### config.mk
export PLATFORM = sky130hd
export DESIGN_NAME = scoreboard_flat
export DESIGN_NICKNAME = d
export VERILOG_FILES = /design/src/rtl/scoreboard_pkg.sv /design/src/rtl/scoreboard_if.sv /design/src/rtl/scoreboard_sb_counter.sv /design/src/rtl/scoreboard.sv /design/src/flat_wrapper.sv
export SDC_FILE = /design/constraint.sdc
export NUM_CORES = 1
export LEC_CHECK = 0
export CAP_MARGIN = 20
export CORE_ASPECT_RATIO = 0.9
export CORE_MARGIN = 3
export CORE_UTILIZATION = 30
export CTS_BUF_LIST = sky130_fd_sc_hd__clkbuf_4 sky130_fd_sc_hd__clkbuf_8 sky130_fd_sc_hd__clkbuf_16
export CTS_CLUSTER_SIZE = 8
export DETAILED_ROUTE_END_ITERATION = 6
export HOLD_SLACK_MARGIN = 0.05
export SYNTH_ARGS = -nofsm -noshare
export SYNTH_HDL_FRONTEND = slang
export SYNTH_SLANG_ARGS = --single-unit
### constraint.sdc
create_clock -name clk_i -period 2.9 [get_ports clk_i]
set_clock_uncertainty 0.15 [all_clocks]
set_input_delay 0.58 -clock clk_i [delete_from_list [all_inputs] [get_ports clk_i]]
set_output_delay 0.58 -clock clk_i [all_outputs]
set_load 0.005 [all_outputs]
### src/rtl/scoreboard_pkg.sv
// Shared constants and types for the imhotep register-hazard scoreboard.
package scoreboard_pkg;
  localparam int unsigned RFADDR       = 5;
  localparam int unsigned SB_CNT_W     = 2;
  localparam int unsigned NUM_WB_PORTS = 2;

  typedef logic [SB_CNT_W-1:0] sb_cnt_t;
endpackage

### src/rtl/scoreboard_if.sv
// Decoder/writeback-facing signal bundle of the scoreboard.
interface scoreboard_if #(
  parameter int unsigned RFADDR   = scoreboard_pkg::RFADDR,
  parameter int unsigned NUM_WB   = scoreboard_pkg::NUM_WB_PORTS,
  parameter int unsigned NUM_REGS = 2**RFADDR
);
  logic [RFADDR-1:0]        query_1_i;
  logic [RFADDR-1:0]        query_2_i;
  logic                     query_answer_1_o;
  logic                     query_answer_2_o;
  logic [RFADDR-1:0]        query_rd_i;
  logic                     rd_full_o;
  logic [RFADDR-1:0]        commit_i;
  logic [NUM_WB-1:0]        wb_valid_i;
  logic [NUM_WB*RFADDR-1:0] wb_addr_i;
  logic                     flush_i;
  logic [NUM_REGS-1:0]      busy_vec_o;
  logic                     err_o;

  modport master (
    output query_1_i, query_2_i, query_rd_i, commit_i, wb_valid_i, wb_addr_i, flush_i,
    input  query_answer_1_o, query_answer_2_o, rd_full_o, busy_vec_o, err_o
  );

  modport slave (
    input  query_1_i, query_2_i, query_rd_i, commit_i, wb_valid_i, wb_addr_i, flush_i,
    output query_answer_1_o, query_answer_2_o, rd_full_o, busy_vec_o, err_o
  );
endinterface

### src/rtl/scoreboard_sb_counter.sv
// Per-register saturating pending-write counter with net inc/dec update.
module sb_counter #(
  parameter int unsigned CNT_W = scoreboard_pkg::SB_CNT_W,
  parameter int unsigned DEC_W = 2
) (
  input  logic             clk_i,
  input  logic             rst_ni,
  input  logic             inc_i,
  input  logic [DEC_W-1:0] dec_i,
  input  logic             flush_i,
  output logic [CNT_W-1:0] count_o,
  output logic             busy_o,
  output logic             full_o,
  output logic             ovf_o,
  output logic             unf_o
);
  localparam int unsigned SW = ((CNT_W + 1) > DEC_W) ? (CNT_W + 1) : DEC_W;
  localparam logic [CNT_W-1:0] MAX = '1;

  logic [CNT_W-1:0] cnt_q, cnt_d;
  logic [SW-1:0]    sum, dec_ext;

  // Flags are suppressed under flush so a redirect never raises err_o.
  always_comb begin
    sum     = SW'(cnt_q) + SW'(inc_i);
    dec_ext = SW'(dec_i);
    ovf_o   = !flush_i && (cnt_q == MAX) && inc_i && (dec_i == '0);
    unf_o   = !flush_i && (sum < dec_ext);
    if (flush_i)    cnt_d = '0;
    else if (ovf_o) cnt_d = MAX;
    else if (unf_o) cnt_d = '0;
    else            cnt_d = CNT_W'(sum - dec_ext);
  end

  always_ff @(posedge clk_i or negedge rst_ni) begin
    if (!rst_ni) cnt_q <= '0;
    else         cnt_q <= cnt_d;
  end

  assign count_o = cnt_q;
  assign busy_o  = (cnt_q != '0);
  assign full_o  = (cnt_q == MAX);
endmodule

### src/rtl/scoreboard.sv
// Register-hazard scoreboard: per-register pending-write tracking and RAW queries.
module scoreboard
  import scoreboard_pkg::*;
#(
  parameter int unsigned RFADDR    = scoreboard_pkg::RFADDR,
  parameter int unsigned NUM_REGS  = 2**RFADDR,
  parameter int unsigned CNT_W     = SB_CNT_W,
  parameter int unsigned NUM_WB    = NUM_WB_PORTS,
  parameter int unsigned WB_BYPASS = 0
) (
  input  logic         clk_i,
  input  logic         rst_ni,
  scoreboard_if.slave  sb
);
  localparam int unsigned DEC_W = $clog2(NUM_WB + 1);

  logic [NUM_REGS-1:0] busy, full, rel_any;
  logic [NUM_REGS-1:1] ovf_vec, unf_vec;
  logic [DEC_W-1:0]    dec_cnt [NUM_REGS];
  logic [CNT_W-1:0]    cnt     [NUM_REGS];
  logic                err_q;

  always_comb begin
    rel_any = '0;
    for (int unsigned r = 0; r < NUM_REGS; r++) dec_cnt[r] = '0;
    for (int unsigned r = 1; r < NUM_REGS; r++) begin
      for (int unsigned k = 0; k < NUM_WB; k++) begin
        if (sb.wb_valid_i[k] && (sb.wb_addr_i[k*RFADDR +: RFADDR] == RFADDR'(r))) begin
          dec_cnt[r] = dec_cnt[r] + DEC_W'(1);
          rel_any[r] = 1'b1;
        end
      end
    end
  end

  assign busy[0] = 1'b0;
  assign full[0] = 1'b0;
  assign cnt[0]  = '0;

  for (genvar r = 1; r < NUM_REGS; r++) begin : g_cnt
    sb_counter #(.CNT_W(CNT_W), .DEC_W(DEC_W)) u_cnt (
      .clk_i   (clk_i),
      .rst_ni  (rst_ni),
      .inc_i   (sb.commit_i == RFADDR'(r)),
      .dec_i   (dec_cnt[r]),
      .flush_i (sb.flush_i),
      .count_o (cnt[r]),
      .busy_o  (busy[r]),
      .full_o  (full[r]),
      .ovf_o   (ovf_vec[r]),
      .unf_o   (unf_vec[r])
    );
  end

  always_ff @(posedge clk_i or negedge rst_ni) begin
    if (!rst_ni) err_q <= 1'b0;
    else         err_q <= |{ovf_vec, unf_vec};
  end

  // Bypass hides a hazard whose last pending write retires this cycle, unless it is re-reserved.
  always_comb begin
    sb.query_answer_1_o = (sb.query_1_i != '0) && busy[sb.query_1_i];
    sb.query_answer_2_o = (sb.query_2_i != '0) && busy[sb.query_2_i];
    if (WB_BYPASS != 0) begin
      if ((cnt[sb.query_1_i] == CNT_W'(1)) && rel_any[sb.query_1_i] && (sb.commit_i != sb.query_1_i))
        sb.query_answer_1_o = 1'b0;
      if ((cnt[sb.query_2_i] == CNT_W'(1)) && rel_any[sb.query_2_i] && (sb.commit_i != sb.query_2_i))
        sb.query_answer_2_o = 1'b0;
    end
  end

  assign sb.rd_full_o  = (sb.query_rd_i != '0) && full[sb.query_rd_i];
  assign sb.busy_vec_o = busy;
  assign sb.err_o      = err_q;
endmodule

### src/flat_wrapper.sv
// flat-port wrapper written by rule: the top's interface ports become plain ports
module scoreboard_flat import scoreboard_pkg::*;
#(
  parameter int unsigned RFADDR    = scoreboard_pkg::RFADDR,
  parameter int unsigned NUM_REGS  = 2**RFADDR,
  parameter int unsigned CNT_W     = SB_CNT_W,
  parameter int unsigned NUM_WB    = NUM_WB_PORTS,
  parameter int unsigned WB_BYPASS = 0
)
  (clk_i, rst_ni, sb_query_1_i, sb_query_2_i, sb_query_rd_i, sb_commit_i, sb_wb_valid_i, sb_wb_addr_i, sb_flush_i, sb_query_answer_1_o, sb_query_answer_2_o, sb_rd_full_o, sb_busy_vec_o, sb_err_o);
  scoreboard_if #(.RFADDR(RFADDR), .NUM_WB(NUM_WB), .NUM_REGS(NUM_REGS)) sb_i ();
  input  logic clk_i;
  input  logic rst_ni;
  input wire logic [$bits(sb_i.query_1_i)-1:0] sb_query_1_i;
  input wire logic [$bits(sb_i.query_2_i)-1:0] sb_query_2_i;
  input wire logic [$bits(sb_i.query_rd_i)-1:0] sb_query_rd_i;
  input wire logic [$bits(sb_i.commit_i)-1:0] sb_commit_i;
  input wire logic [$bits(sb_i.wb_valid_i)-1:0] sb_wb_valid_i;
  input wire logic [$bits(sb_i.wb_addr_i)-1:0] sb_wb_addr_i;
  input wire logic [$bits(sb_i.flush_i)-1:0] sb_flush_i;
  output wire logic [$bits(sb_i.query_answer_1_o)-1:0] sb_query_answer_1_o;
  output wire logic [$bits(sb_i.query_answer_2_o)-1:0] sb_query_answer_2_o;
  output wire logic [$bits(sb_i.rd_full_o)-1:0] sb_rd_full_o;
  output wire logic [$bits(sb_i.busy_vec_o)-1:0] sb_busy_vec_o;
  output wire logic [$bits(sb_i.err_o)-1:0] sb_err_o;
  assign sb_i.query_1_i = sb_query_1_i;
  assign sb_i.query_2_i = sb_query_2_i;
  assign sb_i.query_rd_i = sb_query_rd_i;
  assign sb_i.commit_i = sb_commit_i;
  assign sb_i.wb_valid_i = sb_wb_valid_i;
  assign sb_i.wb_addr_i = sb_wb_addr_i;
  assign sb_i.flush_i = sb_flush_i;
  assign sb_query_answer_1_o = sb_i.query_answer_1_o;
  assign sb_query_answer_2_o = sb_i.query_answer_2_o;
  assign sb_rd_full_o = sb_i.rd_full_o;
  assign sb_busy_vec_o = sb_i.busy_vec_o;
  assign sb_err_o = sb_i.err_o;
  scoreboard #(.RFADDR(RFADDR), .NUM_REGS(NUM_REGS), .CNT_W(CNT_W), .NUM_WB(NUM_WB), .WB_BYPASS(WB_BYPASS)) u_core (.clk_i(clk_i), .rst_ni(rst_ni), .sb(sb_i));
endmodule
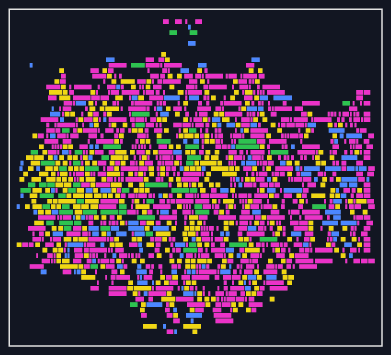
(images/sizes.png)
Scale: 2 px per um.
Key: green = _6 and larger [cells 60]; blue = _2 cells [cells 153]; magenta = _0 and _1 cells [cells 833]; yellow = _3 and _4 cells [cells 408]
worst setup margin: -0.0770 ns
Finished Cell Area: 0.0136 mm2
Buffers, non-clock: 436
synthesis-to-finish area growth: 55.9%

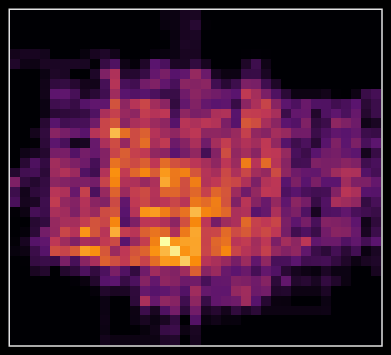
(images/metal_density.png)
Scale: 2 px per um. 37 x 34 tiles, from black (low) to pale yellow (high), scaled to the fullest tile. Values are wire area over tile area, all layers added.
30% of the tiles are nearly empty. The emptiest ninth of the die: top right. The densest ninth of the die: middle. The fullest tile reaches 0.81. The mean over all tiles is 0.18.

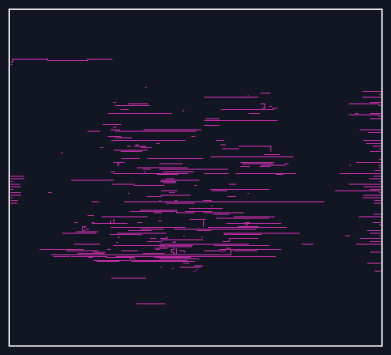
(images/layer_met3.png)
Scale: 2 px per um.
192 nets have wire on it. The wires run mostly horizontal. The layer holds 7.9% of the routed length. The longest straight run is 99.8 um.
grt met3 use: 3.48%
via count: 9231

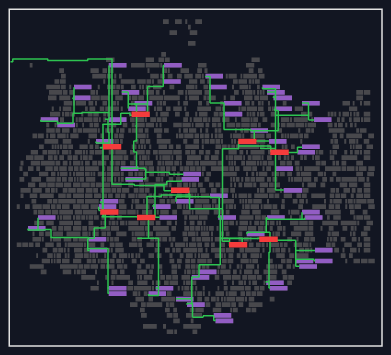
(images/clk_routes.png)
Scale: 2 px per um.
Key: green = clock wires [length 1330 um]; red = clock drivers [count 9]; purple = flip-flops [count 63]
There are 10 routed clock nets.

## sequential cells by signal, summed over array words and instances, names as in the netlist
name / cells
u_core.g_cnt.u_cnt.count_o: 62
u_core.sb.err_o: 1
## cells by family (layout without fill, tap and decap cells)
logic type	after synthesis	after routing	synth area share, %
flip-flops	63	63	18.1
buffers and inverters	211	590	11.0
XOR/XNOR	31	31	3.12
AND-OR/OR-AND	140	140	10.5
other	1	2	0.0430
adder cells (fa/ha/maj)	186	186	29.4
multiplexers	19	19	3.70
AND/OR/NAND/NOR	424	424	24.1
## how the worst max path moves through the flow
stage / slack [ns] / endpoint / startpoint / depth (start not counted)
after global placement: -1.01 / u_core.sb.err_o / sb_commit_i[0] / 13
after floorplan: 0.005 / u_core.sb.err_o / sb_commit_i[4] / 13
after global routing: -0.20 / u_core.sb.err_o / sb_wb_addr_i[8] / 16
after detailed placement: -0.99 / u_core.sb.err_o / sb_wb_addr_i[0] / 16
after CTS: -0.04 / sb_query_answer_2_o / u_core.g_cnt[10].u_cnt.count_o[0] / 7
final: -0.08 / u_core.sb.err_o / sb_commit_i[1] / 13
## power breakdown
part           switching, W  total (W)  internal (W)
logic              0.000461   0.000930      0.000468
registers         0.0000236   0.000926      0.000902
clock network      0.000463    0.00111      0.000643
total              0.000948    0.00296       0.00201
## cells in the final DEF, fill, tap and decap left out, drive strengths merged, types with 31 or more instances in the layout
master / n
nor2: 127
clkdlybuf4s50: 40
fa: 31
dfrtp: 63
inv: 138
a21oi: 46
buf: 384
nand3: 39
ha: 155
nand2: 125
xnor2: 31
## through the flow
step / TNS, ns / cell area, um2 / instances / power, W
after floorplan: 0 / 8740 / 1075 / 0.00128
after global placement: -23.03 / 11800 / 1735 / 0.00168
after detailed placement: -24.12 / 11800 / 1735 / 0.00169
after CTS: -0.0753 / 13000 / 1783 / 0.00287
after global routing: -0.307 / 13600 / 1815 / 0.00306
final: -0.0770 / 13600 / 1815 / 0.00296
## timing repair
action | CTS | global route
gates resized | 233 | 131
pin swaps | 57 | 63
gates cloned | 2 | 1
buffers inserted | 35 | 31
endpoints found under the setup margin | 34 | 6
## cell usage after synthesis, drive strengths merged, types with 4 or more instances
cell and n:
ha 155, inv 138, nor2 127, nand2 125, dfrtp 63, buf 54, a21oi 46, nand3 39
fa 31, xnor2 31, a211oi 24, or2 24, nand3b 21, clkbuf 19, and3 17, o31ai 17
o21ai 15, nor3 14, o211ai 13, mux4 10, nand2b 9, nor4 9, nand4 8, nor2b 8
o21a 7, mux2 6, a22oi 4, and4 4, nor3b 4
## area by class of cell
cell class / count / area, um2 / area share, %
Antenna cell: 1 / 2.50 / 0.0184
Clock buffer: 13 / 268 / 1.97
Clock inverter: 3 / 17.5 / 0.129
Inverter: 138 / 518 / 3.81
Multi-Input combinational cell: 801 / 7040 / 51.8
Sequential cell: 63 / 1580 / 11.6
Tap cell: 360 / 450 / 3.32
Timing Repair Buffer: 436 / 3710 / 27.3
==> Slide: Implementation Results <==
Run Summary

Synth
  – Synth warn: 0
  – Post-synth top flop: dfrtp_1
  – Nets at Floorplan: around 1300
  – Synth unique cells: around 61
  – Top area cell types: ha_1, dfrtp_1, fa_1
  – Asr flop ratio synth: 100%
  – YS chip area: 0.00871 mm2

Setup path
  – CP endpoint kind: register
  – CP bufs+invs: 4
  – Worst r2r dst: u_core.sb.err_o
  – Slowest-stage cell, CP: fa_1
  – FF-to-FF setup slack: roughly 0.27 ns
  – Cell chain of the critical path: clkdlybuf4s15_1, buf_6, buf_12, or3_4, buf_4, nor2_2, ha_2, fa_1, a211oi_4, nor4_4, nand4_1, nor3_4, nand3_1
  – R2r worst-path depth: 9
  – Crit-path max FO: 5

Drt
  – Routed Antenna Nets: 0
  – Routed len/inst: 19.0 um

Place
  – I/O Buffers: a little under 70
  – Post-DP HPWL: between 20 and 30 mm

Global routing
  – Total GRT Usage: 21.8%
  – Gr ovfl total: 0
  – Grt peak-use layer: met2
  – Initial antenna violation count: 1

Timing
  – Fmax: 336 MHz
  – Slew HR: 53.6%
  – Worst setup margin: -0.0770 ns
  – # setup viols final: 1

Run status
  – Failing checks: negative setup slack
  – Status: finished, violations left

Floorplanning
  – Boundary Pins: around 71
  – Core Area: 0.0283 mm2
  – Die Span Y: 168 um
  – Row count: 58

Clocking
  – Sink Count: 63
  – Hold_buf cts: 0
  – CTS tree: yes

Cells and area
  – Fin util: 48.0%
Power figures rest on the tool's default switching activity, not on a simulated workload.
